Pin map:
Scale: 2 px per um. Pins as bars across the die edge, other pins in grey.
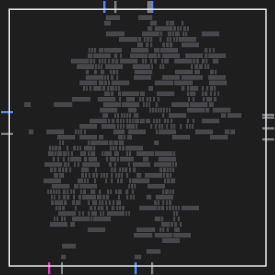
Congestion heat map:
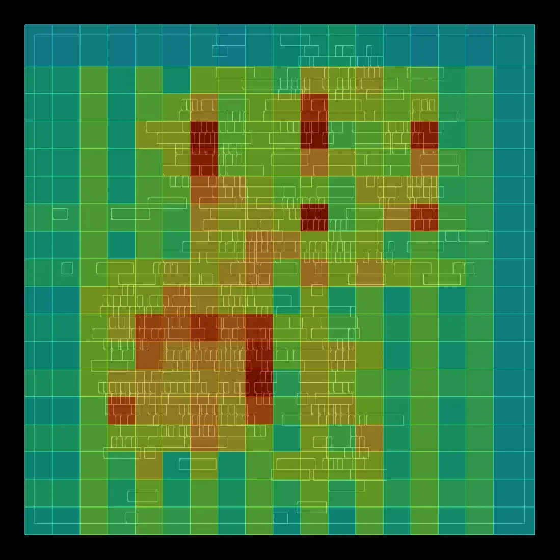
Where the registers sit:
Scale: 2 px per um. Other sequential cells in the stronger grey, the rest of the logic in the fainter grey.
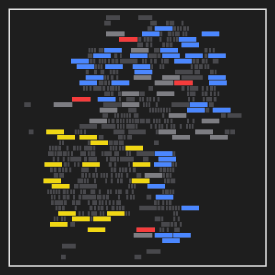
$ cat src/rtl/button_chord_if.sv
// ============================================================================
// button_chord_if : key inputs and chord-code outputs of the button front end
// Revision        : 1.0
// ============================================================================
`default_nettype none

interface button_chord_if;
    logic [3:0] keys_n;
    logic [3:0] button_code;
    logic [3:0] key_state;
    logic       busy;

    modport master (input keys_n, output button_code, key_state, busy);
    modport slave  (output keys_n, input button_code, key_state, busy);
endinterface

`default_nettype wire

$ cat src/rtl/button_chord_encoder.sv
// ============================================================================
// button_chord_encoder : sync + debounce four keys, emit one OR-chord per gesture
// Revision             : 1.0
// ============================================================================
`default_nettype none

module button_chord_encoder #(
    parameter int DEBOUNCE_CYCLES = 480,
    parameter int HOLD_TIMEOUT    = 96000
) (
    input  wire logic      clk_48,
    input  wire logic      reset_n,
    button_chord_if.master bus
);
    localparam int DEB_W  = $clog2(DEBOUNCE_CYCLES + 1);
    localparam int HOLD_W = (HOLD_TIMEOUT < 2) ? 1 : $clog2(HOLD_TIMEOUT + 1);
    localparam logic [DEB_W-1:0]  DEB_LAST  = DEB_W'(DEBOUNCE_CYCLES - 1);
    localparam logic [HOLD_W-1:0] HOLD_LAST = HOLD_W'(HOLD_TIMEOUT - 1);
    localparam logic [HOLD_W-1:0] HOLD_MAX  = '1;

    typedef enum logic [1:0] {
        ST_IDLE   = 2'd0,
        ST_CHORD  = 2'd1,
        ST_CANCEL = 2'd2
    } state_t;

    logic [3:0]        sync_meta;
    logic [3:0]        sync_ff;
    logic [3:0]        sync;
    logic [3:0]        key_state_r;
    state_t            state;
    logic [3:0]        chord;
    logic [3:0]        code_r;
    logic [HOLD_W-1:0] hold_cnt;
    logic              busy_r;

    always_ff @(posedge clk_48 or negedge reset_n) begin
        if (!reset_n) begin
            sync_meta <= '1;
            sync_ff   <= '1;
        end else begin
            sync_meta <= bus.keys_n;
            sync_ff   <= sync_meta;
        end
    end

    assign sync = ~sync_ff;

    generate
        for (genvar i = 0; i < 4; i++) begin : g_debounce
            logic [DEB_W-1:0] cnt;
            logic             stable;

            // Any agreeing sample restarts the run, so short glitches never flip.
            always_ff @(posedge clk_48 or negedge reset_n) begin
                if (!reset_n) begin
                    cnt    <= '0;
                    stable <= 1'b0;
                end else if (sync[i] == stable) begin
                    cnt <= '0;
                end else if (cnt == DEB_LAST) begin
                    cnt    <= '0;
                    stable <= ~stable;
                end else begin
                    cnt <= cnt + 1'b1;
                end
            end

            assign key_state_r[i] = stable;
        end
    endgenerate

    always_ff @(posedge clk_48 or negedge reset_n) begin
        if (!reset_n) begin
            state    <= ST_IDLE;
            chord    <= '0;
            code_r   <= '0;
            hold_cnt <= '0;
            busy_r   <= 1'b0;
        end else begin
            code_r <= '0;
            case (state)
                ST_IDLE: begin
                    if (key_state_r != 4'b0000) begin
                        state    <= ST_CHORD;
                        chord    <= key_state_r;
                        hold_cnt <= '0;
                        busy_r   <= 1'b1;
                    end
                end
                ST_CHORD: begin
                    // Release is tested before the timeout so a coincident release still emits.
                    if (key_state_r == 4'b0000) begin
                        state  <= ST_IDLE;
                        code_r <= chord;
                        chord  <= '0;
                        busy_r <= 1'b0;
                    end else if ((HOLD_TIMEOUT != 0) && (hold_cnt == HOLD_LAST)) begin
                        state <= ST_CANCEL;
                        chord <= '0;
                    end else begin
                        chord <= chord | key_state_r;
                        if (hold_cnt != HOLD_MAX) begin
                            hold_cnt <= hold_cnt + 1'b1;
                        end
                    end
                end
                ST_CANCEL: begin
                    if (key_state_r == 4'b0000) begin
                        state  <= ST_IDLE;
                        busy_r <= 1'b0;
                    end
                end
                default: begin
                    state  <= ST_IDLE;
                    chord  <= '0;
                    busy_r <= 1'b0;
                end
            endcase
        end
    end

    assign bus.button_code = code_r;
    assign bus.key_state   = key_state_r;
    assign bus.busy        = busy_r;

endmodule

`default_nettype wire

$ cat src/flat_wrapper.sv
// flat-port wrapper written by rule: the top's interface ports become plain ports
module button_chord_encoder_flat 
#(
    parameter int DEBOUNCE_CYCLES = 480,
    parameter int HOLD_TIMEOUT    = 96000
)
  (clk_48, reset_n, bus_keys_n, bus_button_code, bus_key_state, bus_busy);
  button_chord_if bus_i ();
  input  wire logic clk_48;
  input  wire logic reset_n;
  input wire logic [$bits(bus_i.keys_n)-1:0] bus_keys_n;
  output wire logic [$bits(bus_i.button_code)-1:0] bus_button_code;
  output wire logic [$bits(bus_i.key_state)-1:0] bus_key_state;
  output wire logic [$bits(bus_i.busy)-1:0] bus_busy;
  assign bus_i.keys_n = bus_keys_n;
  assign bus_button_code = bus_i.button_code;
  assign bus_key_state = bus_i.key_state;
  assign bus_busy = bus_i.busy;
  button_chord_encoder #(.DEBOUNCE_CYCLES(DEBOUNCE_CYCLES), .HOLD_TIMEOUT(HOLD_TIMEOUT)) u_core (.clk_48(clk_48), .reset_n(reset_n), .bus(bus_i));
endmodule
$ cat config.mk
export PLATFORM = sky130hd
export DESIGN_NAME = button_chord_encoder_flat
export DESIGN_NICKNAME = d
export VERILOG_FILES = /design/src/rtl/button_chord_if.sv /design/src/rtl/button_chord_encoder.sv /design/src/flat_wrapper.sv
export SDC_FILE = /design/constraint.sdc
export NUM_CORES = 1
export LEC_CHECK = 0
export ABC_AREA = 1
export CORE_MARGIN = 2
export CORE_UTILIZATION = 25
export CTS_BUF_LIST = sky130_fd_sc_hd__clkbuf_16
export CTS_CLUSTER_DIAMETER = 60
export DETAILED_ROUTE_END_ITERATION = 16
export SYNTH_ARGS = -nofsm -noshare
export SYNTH_HDL_FRONTEND = slang
export SYNTH_SLANG_ARGS = --single-unit
$ cat constraint.sdc
create_clock -name clk_48 -period 2 [get_ports clk_48]
set_input_delay 0.6 -clock clk_48 [delete_from_list [all_inputs] [get_ports clk_48]]
set_output_delay 0.6 -clock clk_48 [all_outputs]
set_load 0.05 [all_outputs]
==> flow_summary.ini <==
; flow metrics
[layout]
comb_cells = 335
clk_share = 0.06431
buf_share = 0.06860
buffers = 33
sh_comb_area = 0.3599
n_all_inverters = 59
n_clock_buffer = 9
finalNetCount = 529
drive_above_1_share = 0.1175
largest_class = registers
antenna_cells = 0
stdcell_area_mm2 = 0.004669
area.combinational_mm2 = 0.001680

[critical_path]
crit_arrival_ns = 2.14
path_class = flop to flop
cpMaxStageDelayCell = dfrtp_1
end_kind = flop
cp_cell_sequence = ha_1 -> nand2_1 -> inv_1 -> nand3_1 -> nor4_2 -> ha_1 -> inv_1 -> nand2_4 -> nand2_8 -> nand2_8 -> nand2_1 -> nand2_1
cp_slowest_stage_delay_ns = 0.42
crit_path_start_kind = flop
worstPathRequired_ns = 2.27

[yosys]
fp_nets = 493
edf_count = 0
yosysTopAreaCell = dfrtp_1
synthTopCellsByCount = nand2_1 (123), nor2_1 (78), dfrtp_1 (68), inv_1 (59), nand3_1 (37)
yosysMostFrequentCell = nand2_1
area_leaders = dfrtp_1 (45%), nand2_1 (12%), nor2_1 (7.7%), inv_1 (5.8%), dfstp_2 (5.5%)
syn_area_per_cell_um2 = 7.986
ys_cells = 478
yosys_warnings = 0
synth_cell_types = 29
top_cell_area_share = 0.4458
ys.flops = 76

[placement]
place_area_mm2 = 0.004287
gp_congestion = 0.8285
dp_hpwl_um = 5468

[timing]
hold_violations = 0
timing.fmax_mhz = 536.0
fin_setup_tns_ns = 0
worstMarginPinSlew_ns = 0.4092

[cts]
htreeDepth = 3
cts_root_buf = clkbuf_16
cts_buffer_depth = 2
cts_sinks = 76
path_clk_slew_ns = 0.06

[outcome]
status = completed

[pwr]
power.density_mw_per_mm2 = 709.8

[floorplanning]
dieArea_mm2 = 0.01627
rows = 45
io_pins = 15
fp.coreArea_mm2 = 0.01503

[global_routing]
grt_pass1_vias = 3029
grt.overflow.total = 0
grt_pass1_wl_um = 13630
antenna_found_initial = 0

[flow_run]
tool_warnings = 28

[routing]
avgViaCountPerCell = 4.421
antenna_left = 0
drt_iter0_drc = 232
## Picture notes: 'pin map'
[`clk_48`] magenta | pins: 1 | direction: input | edge: bottom
[`bus_keys_n`] blue | pins: 4 | direction: input | edge: 2 top, 1 left, 1 bottom
all pins by edge: 5 top, 4 right, 4 bottom, 2 left
Die Wd: 127.6 um
DIE HEIGHT: 127.6 um
IO Port Bufs: 14

## Picture notes: 'congestion heat map'
drt wl/cell: 11.32 um
global-route track usage on met1: 0.1262
overall routing resource usage: 0.1041
grt met3 use: 0.02680

## Picture notes: 'where the registers sit'
[`u_core.hold_cnt`] yellow | sequential cells: 17
[`u_core.g_debounce.cnt`] blue | sequential cells: 36
[`u_core.sync_ff`] red | sequential cells: 4
not coloured: 19
Register Area: 0.001912 mm^2
fin util: 0.3106
P_seq: 1.59 mW
Seq/total area: 0.4094

critical path: cells and delay by family, from the launching register on:
family | cells | cell delay, ns
AND/OR/NAND/NOR | 8 | 0.84
adder cells (fa/ha/maj) | 2 | 0.38
buffers and inverters | 2 | 0.16
flip-flops | 1 | 0.42
timing repair:
item                                    CTS  global route
hold buffers                              0             0
buffers inserted                          0             3
gates resized                             0             5
endpoints found under the setup margin    0            17
kinds of logic after synthesis:
| group | synth area share |
|---|---|
| AND-OR/OR-AND | 0.05998 |
| XOR/XNOR | 0.02753 |
| flip-flops | 0.5008 |
| buffers and inverters | 0.07473 |
| AND/OR/NAND/NOR | 0.3074 |
| adder cells (fa/ha/maj) | 0.02950 |
per-stage QoR:
stage | total power, mW | hold slack [ns] | instances | setup slack (ns) | util
6_report | 3.315 | 0.2644 | 707 | 0.1344 | 0.3106
5_1_grt | 3.446 | 0.3009 | 707 | -0.04225 | 0.3106
2_1_floorplan | 1.658 | 0.3044 | 478 | 0.2008 | -
4_1_cts | 3.362 | 0.2941 | 702 | 0.03553 | 0.3051
3_3_place_gp | 1.713 | 0.3470 | 686 | 0.09122 | 0.2851
3_5_place_dp | 1.718 | 0.3468 | 686 | 0.04778 | 0.2851
path summary, 6_finish.rpt:
path / start / end / slack, ns / depth (start not counted)
worst max register to register: u_core.hold_cnt[0] / u_core.hold_cnt[15] / 0.13 / 12
min in group clk_48: u_core.sync_meta[1] / u_core.sync_ff[1] / 0.36 / 0
worst min-delay path: reset_n / u_core.hold_cnt[6] / 0.26 / 2
worst max-delay path: u_core.hold_cnt[0] / u_core.hold_cnt[15] / 0.13 / 12
worst min register to register: u_core.sync_meta[1] / u_core.sync_ff[1] / 0.36 / 0
max in group asynchronous: reset_n / u_core.sync_ff[3] / 1.37 / 2
power breakdown:
| group | total (mW) | internal [mW] | switching (mW) |
|---|---|---|---|
| clock | 1.63 | 0.972 | 0.656 |
| combinational | 0.0958 | 0.0345 | 0.0613 |
| sequential | 1.59 | 1.57 | 0.0185 |
cell usage in the layout (no fill, tap or decap), types with 5 or more instances in the layout:
cell | netlist | final
clkbuf_16 | 0 | 9
a21oi_1 | 18 | 18
ha_1 | 9 | 9
dfrtp_1 | 68 | 68
xnor2_1 | 5 | 5
nor3b_1 | 6 | 6
dfstp_2 | 8 | 8
buf_12 | 0 | 5
inv_1 | 59 | 59
nand4_1 | 9 | 9
nand3_1 | 37 | 37
nand2_1 | 123 | 123
xor2_1 | 7 | 7
nor2_1 | 78 | 78
o21ai_0 | 14 | 14
buf_4 | 4 | 24
nor3_1 | 10 | 10
sequential cells by signal, summed over array words and instances (netlist names):
name,flops
u_core.bus.button_code,4
u_core.chord,4
u_core.bus.busy,1
u_core.g_debounce.cnt,36
u_core.sync_ff,4
u_core.sync_meta,4
u_core.state,2
u_core.hold_cnt,17
u_core.g_debounce.stable,4
per-layer routing:
metal	global-route usage	up-vias	part of all wire
li1	-	1591	-
met1	0.1262	1452	0.45
met2	0.1673	61	0.48
met3	0.02680	22	0.038
met4	0.06076	0	0.031
met5	0	-	0
No activity file was given, so power comes from the tool's default toggle rates.
